Run 1, routing congestion:
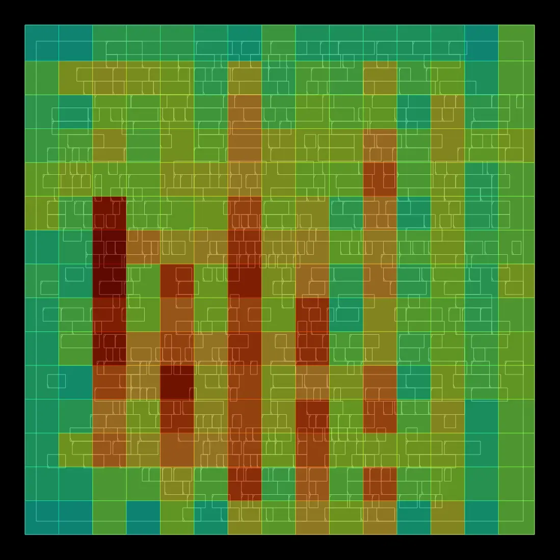
Run 1, met4 routing:
(4 px per µm) Supply wires on this layer in gray.
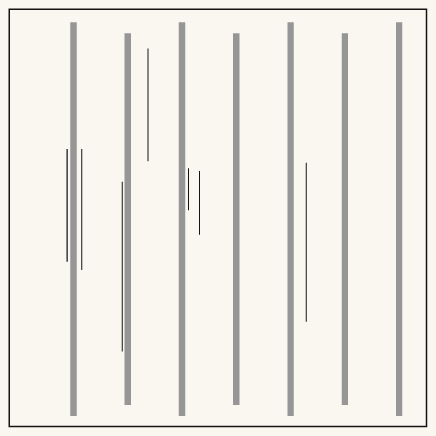
Run 1, wire density map:
(4 px per µm) The die is cut into 21 by 21 equal tiles; white is low, dark blue is high, scaled to the fullest tile. Values are wire area over tile area, all layers added.
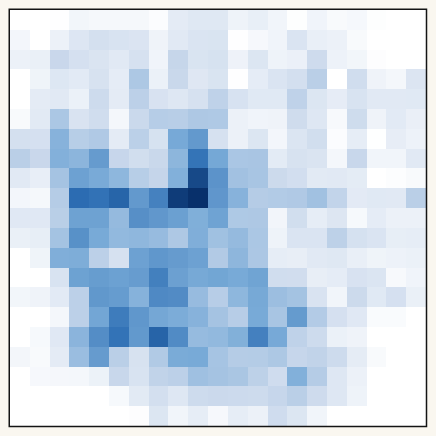
===== src/rtl/ntt_stage_sched.sv =====
// ntt_stage_sched: address/enable sequencer for an in-place radix-2 DIF NTT over N=2^N_LOG points.
// Optional feature macro NTT_SCHED_STALL_EN adds an i_stall input that pauses pair issue.
module ntt_stage_sched #(
  parameter int N_LOG    = 8,
  parameter int PIPE_LAT = 4,
  parameter int AW       = N_LOG
) (
  input  logic             i_clk,
  input  logic             i_reset,
`ifdef NTT_SCHED_STALL_EN
  input  logic             i_stall,
`endif
  input  logic             i_start,
  output logic             o_busy,
  output logic             o_done,
  output logic             o_rd_en,
  output logic             o_rd_bank,
  output logic [AW-1:0]    o_rd_addr0,
  output logic [AW-1:0]    o_rd_addr1,
  output logic [N_LOG-2:0] o_tw_addr,
  output logic             o_bf_en,
  input  logic             i_bf_valid,
  output logic             o_wr_en,
  output logic             o_wr_bank,
  output logic [AW-1:0]    o_wr_addr0,
  output logic [AW-1:0]    o_wr_addr1,
  output logic [3:0]       o_stage,
  output logic             o_out_bank,
  output logic             o_err
);

  localparam int KW = N_LOG - 1;
  localparam int DL = PIPE_LAT + 1;
  localparam logic [KW-1:0] K_LAST     = {KW{1'b1}};
  localparam logic [3:0]    STAGE_LAST = 4'(N_LOG - 1);

  typedef enum logic [1:0] {
    S_IDLE,
    S_ISSUE,
    S_DRAIN,
    S_DONE
  } state_t;

  state_t        r_state;
  state_t        w_nextState;
  logic [KW-1:0] r_k;
  logic [3:0]    r_stage;
  logic [DL-1:0] r_dlValid;
  logic [DL-1:0] r_dlBank;
  logic [AW-1:0] r_dlAddr0 [DL];
  logic [AW-1:0] r_dlAddr1 [DL];
  logic          r_err;

  logic          w_stall;
  logic          w_issue;
  logic          w_lastPair;
  logic          w_lastStage;
  logic          w_dlEmpty;
  logic [3:0]    w_dShift;
  logic [KW-1:0] w_posMask;
  logic [KW-1:0] w_pos;
  logic [KW-1:0] w_tw;
  logic [AW-1:0] w_addr0;
  logic [AW-1:0] w_addr1;

`ifdef NTT_SCHED_STALL_EN
  assign w_stall = i_stall;
`else
  assign w_stall = 1'b0;
`endif

  // Butterfly span is 2^dShift; the pair index k gets a zero bit inserted at position dShift.
  assign w_dShift    = STAGE_LAST - r_stage;
  assign w_posMask   = ~({KW{1'b1}} << w_dShift);
  assign w_pos       = r_k & w_posMask;
  assign w_addr0     = (({1'b0, r_k} >> w_dShift) << (w_dShift + 4'd1)) | {1'b0, w_pos};
  assign w_addr1     = w_addr0 | (AW'(1) << w_dShift);
  assign w_tw        = w_pos << r_stage;
  assign w_lastPair  = (r_k == K_LAST);
  assign w_lastStage = (r_stage == STAGE_LAST);
  assign w_dlEmpty   = ~|r_dlValid;
  assign w_issue     = (r_state == S_ISSUE) && !w_stall;

  always_ff @(posedge i_clk) begin
    if (i_reset) begin
      r_state <= S_IDLE;
    end else begin
      r_state <= w_nextState;
    end
  end

  always_comb begin
    w_nextState = r_state;
    o_busy      = 1'b0;
    o_done      = 1'b0;
    o_rd_en     = 1'b0;
    o_rd_addr0  = '0;
    o_rd_addr1  = '0;
    o_tw_addr   = '0;
    case (r_state)
      S_IDLE: begin
        if (i_start) w_nextState = S_ISSUE;
      end
      S_ISSUE: begin
        o_busy = 1'b1;
        if (w_issue) begin
          o_rd_en    = 1'b1;
          o_rd_addr0 = w_addr0;
          o_rd_addr1 = w_addr1;
          o_tw_addr  = w_tw;
          if (w_lastPair) w_nextState = S_DRAIN;
        end
      end
      S_DRAIN: begin
        o_busy = 1'b1;
        if (w_dlEmpty) w_nextState = w_lastStage ? S_DONE : S_ISSUE;
      end
      S_DONE: begin
        o_done      = 1'b1;
        w_nextState = S_IDLE;
      end
      default: w_nextState = S_IDLE;
    endcase
  end

  // Pair counter and stage index; the stage only advances once the previous stage's writes have landed.
  always_ff @(posedge i_clk) begin
    if (i_reset) begin
      r_k     <= '0;
      r_stage <= '0;
    end else begin
      case (r_state)
        S_IDLE: begin
          if (i_start) begin
            r_k     <= '0;
            r_stage <= '0;
          end
        end
        S_ISSUE: begin
          if (!w_stall) r_k <= w_lastPair ? '0 : r_k + KW'(1);
        end
        S_DRAIN: begin
          if (w_dlEmpty && !w_lastStage) r_stage <= r_stage + 4'd1;
        end
        S_DONE: r_stage <= '0;
        default: ;
      endcase
    end
  end

  // Write addresses ride along with the read that produced them instead of being recomputed.
  always_ff @(posedge i_clk) begin
    if (i_reset) begin
      r_dlValid <= '0;
      r_dlBank  <= '0;
      for (int i = 0; i < DL; i++) begin
        r_dlAddr0[i] <= '0;
        r_dlAddr1[i] <= '0;
      end
    end else begin
      r_dlValid <= {r_dlValid[DL-2:0], w_issue};
      r_dlBank  <= {r_dlBank[DL-2:0], w_issue & ~r_stage[0]};
      for (int i = DL - 1; i > 0; i--) begin
        r_dlAddr0[i] <= r_dlAddr0[i-1];
        r_dlAddr1[i] <= r_dlAddr1[i-1];
      end
      r_dlAddr0[0] <= w_issue ? w_addr0 : '0;
      r_dlAddr1[0] <= w_issue ? w_addr1 : '0;
    end
  end

  always_ff @(posedge i_clk) begin
    if (i_reset) begin
      r_err <= 1'b0;
    end else if (i_bf_valid != r_dlValid[DL-1]) begin
      r_err <= 1'b1;
    end
  end

  assign o_rd_bank  = r_stage[0];
  assign o_bf_en    = r_dlValid[0];
  assign o_wr_en    = r_dlValid[DL-1];
  assign o_wr_bank  = r_dlBank[DL-1];
  assign o_wr_addr0 = r_dlAddr0[DL-1];
  assign o_wr_addr1 = r_dlAddr1[DL-1];
  assign o_stage    = r_stage;
  assign o_out_bank = ((N_LOG % 2) != 0);
  assign o_err      = r_err;

endmodule

===== config.mk =====
export PLATFORM = sky130hd
export DESIGN_NAME = ntt_stage_sched
export DESIGN_NICKNAME = d
export VERILOG_FILES = /design/src/rtl/ntt_stage_sched.sv
export SDC_FILE = /design/constraint.sdc
export NUM_CORES = 1
export LEC_CHECK = 0
export CORE_MARGIN = 2
export CORE_UTILIZATION = 45
export CTS_CLUSTER_DIAMETER = 100
export DETAILED_ROUTE_END_ITERATION = 10
export HOLD_SLACK_MARGIN = 0.03
export PLACE_DENSITY = 0.67
export SLEW_MARGIN = 30
export SYNTH_ARGS = -nofsm -noshare
export SYNTH_HDL_FRONTEND = slang
export SYNTH_SLANG_ARGS = --single-unit

===== constraint.sdc =====
create_clock -name i_clk -period 7.85 [get_ports i_clk]
set_clock_uncertainty 0.1 [all_clocks]
set_input_delay 1.57 -clock i_clk [delete_from_list [all_inputs] [get_ports i_clk]]
set_output_delay 1.57 -clock i_clk [all_outputs]
set_load 0.01 [all_outputs]

==> notes.md, run 1 <==
Implementation results

In this run the tools logged warnings totalling 36. The first-pass iteration count of the detailed router is 5. The area taken by multi-input combinational cells is reported as 2063 µm². The initial core utilization is 0.4621. Per the post-route antenna check, the number of violating nets is 0.

The synthesis report names the predominant flop master as sky130_fd_sc_hd__dfxtp_1. The tree is rooted in a sky130_fd_sc_hd__clkbuf_8. For reference, the top cells by area after synthesis are sky130_fd_sc_hd__dfxtp_1 (46%), sky130_fd_sc_hd__nor2b_1 (11%), sky130_fd_sc_hd__ha_1 (4.2%), sky130_fd_sc_hd__buf_4 (3.2%), sky130_fd_sc_hd__nor2_1 (2.8%). The flow ran to the end, and the final reports show no timing, DRC or antenna violations. In the Yosys stats the netlist draws on 61 distinct library cells. The post-route met1 wirelength is 4746 µm. The number of non-filler instances in the completed layout is 638. The main kind of combinational logic by area is simple AND/OR/NAND/NOR gates. Hold repair after CTS inserted 0 buffers. The multi-input logic portion of the cell area is 0.4024.

The floorplan has 36 rows. In this run the critical register-to-register path is launched from o_stage[2]. The routed via count divided by cell count is 5.187. The inverter count of the layout excluding clock inverters is 14. The critical path goes through inv_1, ha_1, inv_1, nand3_2, a2111o_1, a21boi_2, a21oi_1, clkdlybuf4s50_1.

The number of buffers inserted during clock tree synthesis is 9. Among all cell types in the netlist, the one instantiated most often is sky130_fd_sc_hd__dfxtp_1. In the global route stage, overall resource usage came out at 0.1846.

The area of placed instances is 4922 µm². The final critical path time including I/O delays and setup is 5.495 ns. The register bit total from synthesis is 104. After synthesis, the chip area reported by Yosys is 4496 µm². The final instance area is 5127 µm². Per the synthesis report, the XOR/XNOR share of the synthesized area is 0.01364. Per the placement report, the placed cell count is 622.

The total core area is 9729 µm². The sink count of the clock tree is 104. The met1 usage in global routing is 0.2473. Looking at the critical path, the single cell with the biggest stage delay is sky130_fd_sc_hd__dfxtp_1. The area growth from synthesis to layout is 14.06%. The timing report gives the clock slew at the launch and capture registers of the worst setup and hold paths as 0.12 ns. The design draws 1.140 mW. The final timing summary puts the cycle share of the worst path at 0.7000.
-- 'routing congestion' (at the start) --
average wire length per cell after detail routing: 15.46 µm
met3 GRT Util: 0.03822

-- 'met4 routing' (at the start) --
main direction: vertical
nets with wire on the layer: 7

-- 'wire density map' (at the start) --
mean over tiles: 0.14
tiles over half the peak: 13%
fullest tile: 0.64
emptiest ninth of the die: upper right
densest ninth of the die: center
nearly empty tiles: 14%

==> run 1: layout by cell type (no fill, tap or decap), drive strengths merged, types with 6 or more instances in the layout <==
| cell | n |
|---|---|
| clkdlybuf4s50 | 53 |
| a21oi | 25 |
| xor2 | 6 |
| nor2 | 34 |
| inv | 17 |
| dfxtp | 104 |
| o21ai | 19 |
| ha | 15 |
| nand3 | 21 |
| nand2 | 30 |
| nor3 | 6 |
| mux2 | 9 |
| a22oi | 6 |
| clkbuf | 9 |
| a31oi | 9 |
| nor2b | 76 |
==> run 1: where the power goes <==
| group | leakage (nW) | internal [mW] | switching (mW) | total, mW |
|---|---|---|---|---|
| combinational | 0.939 | 0.0895 | 0.158 | 0.248 |
| sequential | 0.839 | 0.546 | 0.0139 | 0.560 |
| clock | 0.103 | 0.127 | 0.204 | 0.332 |
Run 1, a small window of the routed layout:
Window x 37 to 67, y 16 to 46 µm. Cells in gray, sequential cells in the stronger gray; small squares are vias.
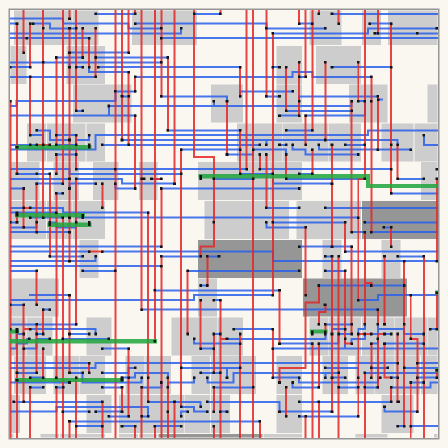

==> run 2, diff against run 1 <==
Settings changed: PLACE_DENSITY 0.67 to 0.69.
Clock period 7.85 ns to 4.43 ns, I/O delays scaled along.
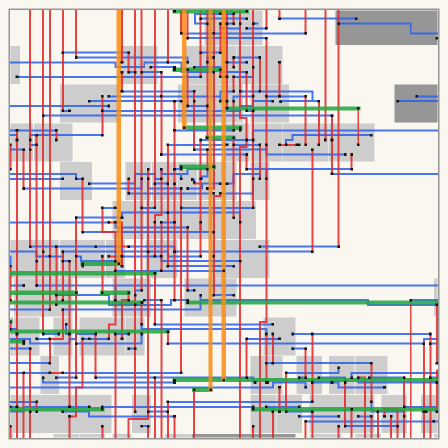
Run 2: a small window of the routed layout
Window x 37 to 67, y 16 to 46 µm. Cells in gray, sequential cells in the stronger gray; small squares are vias.
[blue] M1
[green] M3
[orange] M4
[red] M2
cells with their middle in the window: 50
netlist names of flops here include: r_dlAddr1 (1)
sequential cells in the window: 1
most frequent: o21ai_0 (6), nand2_1 (4), a22oi_1 (4)

==> run 2 against run 1 <==
Effect of this change:
- final cell count rose by 1.1%
- sequential power rose by 76%
- hold slack got worse by 0.0017 ns
- wire length rose by 3.5%
==> notes.md, run 2 <==
Implementation results

The number of non-filler instances in the completed layout is 645 (+1.1%). The most numerous cell in the Yosys netlist is sky130_fd_sc_hd__dfxtp_1. The clock tree root driver cell is sky130_fd_sc_hd__clkbuf_8. The count of standard-cell rows is 36 (unchanged). The worst reg2reg path startpoint is o_stage[0]. The area of placed instances is 4975 µm² (+1.1%). The first-pass iteration count of the detailed router is 5 (unchanged). The routed via count divided by cell count is 5.206 (+0.38%).

The flow ran to the end, and the final reports show no timing, DRC or antenna violations. The final critical-path share of the clock period is 0.9552. The met3 usage in global routing is 0.04762 (+0.009398). The initial core utilization is 0.4621 (unchanged).

The post-route met1 wirelength is 4613 µm (-2.8%). The global-route total usage across every layer is 0.1942 (+0.009527). The final critical path time including I/O delays and setup is 4.232 ns.

The final instance area came to 5175 µm² (+0.93%). The commonest register cell is sky130_fd_sc_hd__dfxtp_1. The number of placed cells counting well taps is 629 (+1.1%). The met1 usage in global routing is 0.2621 (+0.01471).

Grouping non-sequential cells by family puts the most area in simple AND/OR/NAND/NOR gates. The clock edge transition at the registers on the reported setup and hold paths is 0.11 ns (about the same). The register bit total from synthesis came to 104 (unchanged). The power after layout is 2.041 mW (+79%).

The cts-stage hold buffer count is 0 (unchanged). The sink count of the clock tree is 104 (unchanged). The number of buffers inserted during clock tree synthesis was 9 (unchanged). The most common logic cell in the final layout is sky130_fd_sc_hd__dfxtp_1.
[run 2: cell counts after synthesis]
No cell type changed its count.
[run 2: where the power goes]
group | switching (mW) | total, mW | internal [mW]
Combinational | 0.291 | 0.459 | 0.168
Clock | 0.369 | 0.597 | 0.228
Sequential | 0.0174 | 0.985 | 0.968
Total | 0.677 | 2.04 | 1.36
[run 2: kinds of logic after synthesis]
| group | count (synthesis) |
|---|---|
| xor gates and xnor gates | 7 |
| AOI/OAI and AO/OA | 93 |
| and+or+nand+nor | 186 |
| muxes | 12 |
| buffers and inverters | 63 |
| other | 1 |
| DFF | 104 |
| adders and majority gates | 15 |
[run 2: cell type report]
cell class	count	area, µm²
clock buffer	9	123.9
clock inverter	7	75.07
fill	936	4554
inverter	14	52.55
multi-input combinational	314	2063
sequential	104	2083
tap	133	166.4
timing repair buffer	64	610.6
Run 2, routing congestion:
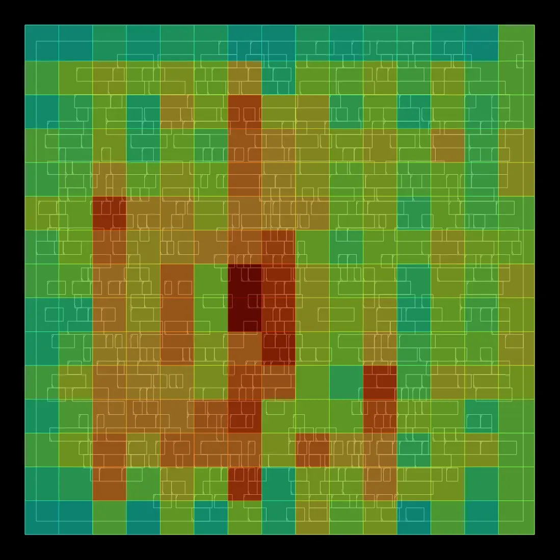

==> run 3, diff against run 2 <==
Settings changed: ABC_AREA set to 0, GPL_ROUTABILITY_DRIVEN set to 0, PLACE_DENSITY 0.69 to 0.67.
Clock period 4.43 ns to 5.4 ns, I/O delays scaled along.
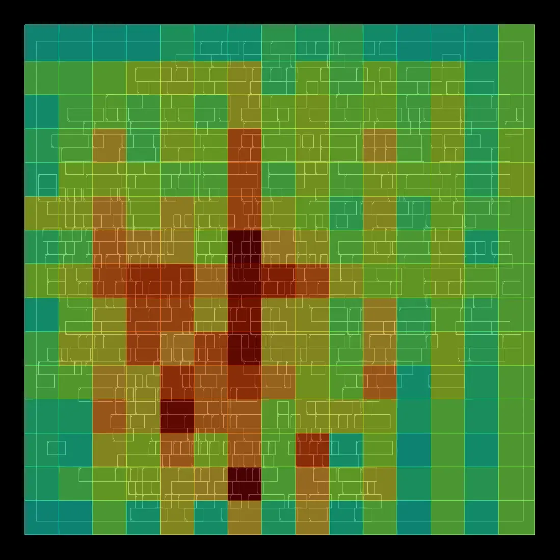
Run 3: routing congestion
most crowded layer after global routing: met2
GR met2 Demand/Resource: 0.2768
final cell utilization of the core: 0.5284
average wire length per cell after detail routing: 14.47 µm

==> run 3 against run 2 <==
Effect of this change:
- global-route usage fell by 2.0 points
- register-to-register slack improved by 0.48 ns
- clock power is 13% lower
- final area down 0.65%
- clock-buffer cell count stayed put
- wire length shrank 9.5%
- sequential share of layout area up 0.24 points
- sequential power down 17%
- non-clock buffer count decreased by 7
- sequential cell count did not move
- hold slack worse by 0.0029 ns
- largest cell class unchanged
==> notes.md, run 3 <==
Implementation results

The flow ran to the end, and the final reports show no timing, DRC or antenna violations. The inserted tap cell count is 133 (unchanged). The total area of sequential cells is 2082 µm² (about the same). The count of standard-cell rows is 36 (unchanged). The most common logic cell in the routed design is sky130_fd_sc_hd__dfxtp_1. The combinational gate area is 2063 µm² (unchanged). The worst reg2reg path startpoint is o_stage[2]. The count of sequential standard cells is 104 (unchanged). The multi-input logic portion of the cell area came to 0.4013 (+0.002620). The number of combinational gates with multiple inputs came to 314 (unchanged). The clock buffer count is 9 (unchanged). The sink count of the clock tree is 104 (unchanged). The most used flip-flop cell after synthesis is sky130_fd_sc_hd__dfxtp_1. The portion of total power attributed to combinational logic was 0.210 (-0.015). The inverter count of the layout excluding clock inverters is 14 (unchanged). The sequential fraction of total cell area was 0.4050 (+0.002402). The register bit total from synthesis came to 104 (unchanged).

The layout filler cell count is 924 (-1.3%). The switching power share of the total is 0.3158 (-0.01601). The final instance area was 5141 µm² (-0.65%).

The most numerous cell in the Yosys netlist is sky130_fd_sc_hd__dfxtp_1. The proportion of cell area spent on the clock network was 0.04259 (+0.004146). The internal portion of total power was 1.152 mW (-16%).

The power after layout is 1.683 mW (-18%). The largest contributor to cell area by class is sequential cells. The met1 usage in global routing is 0.2254 (-0.03666). Clock tree synthesis selected as its root buffer the cell sky130_fd_sc_hd__clkbuf_8. The initial core utilization is 0.4621 (unchanged). The met3 usage in global routing came to 0.03822 (-0.009398).
-- run 3: worst paths after layout --
path	endpoint	slack, ns	depth (start not counted)
worst min register to register	r_dlAddr0[0][11]	0.33	1
worst max-delay path	o_rd_addr1[4]	0.48	8
worst max register to register	r_dlAddr1[0][4]	2.43	7
worst min-delay path	r_dlAddr0[0][11]	0.33	1
-- run 3: power groups by stage --
| stage | clock (mW) | sequential (mW) | combinational (mW) |
|---|---|---|---|
| finish | 0.518 | 0.813 | 0.353 |
| global placement | 0 | 0.830 | 0.344 |
| global route | 0.561 | 0.817 | 0.389 |
| detailed placement | 0 | 0.831 | 0.348 |
| CTS | 0.533 | 0.813 | 0.350 |
| floorplan | 0 | 0.825 | 0.246 |
Power figures rest on the tool's default switching activity, not on a simulated workload.
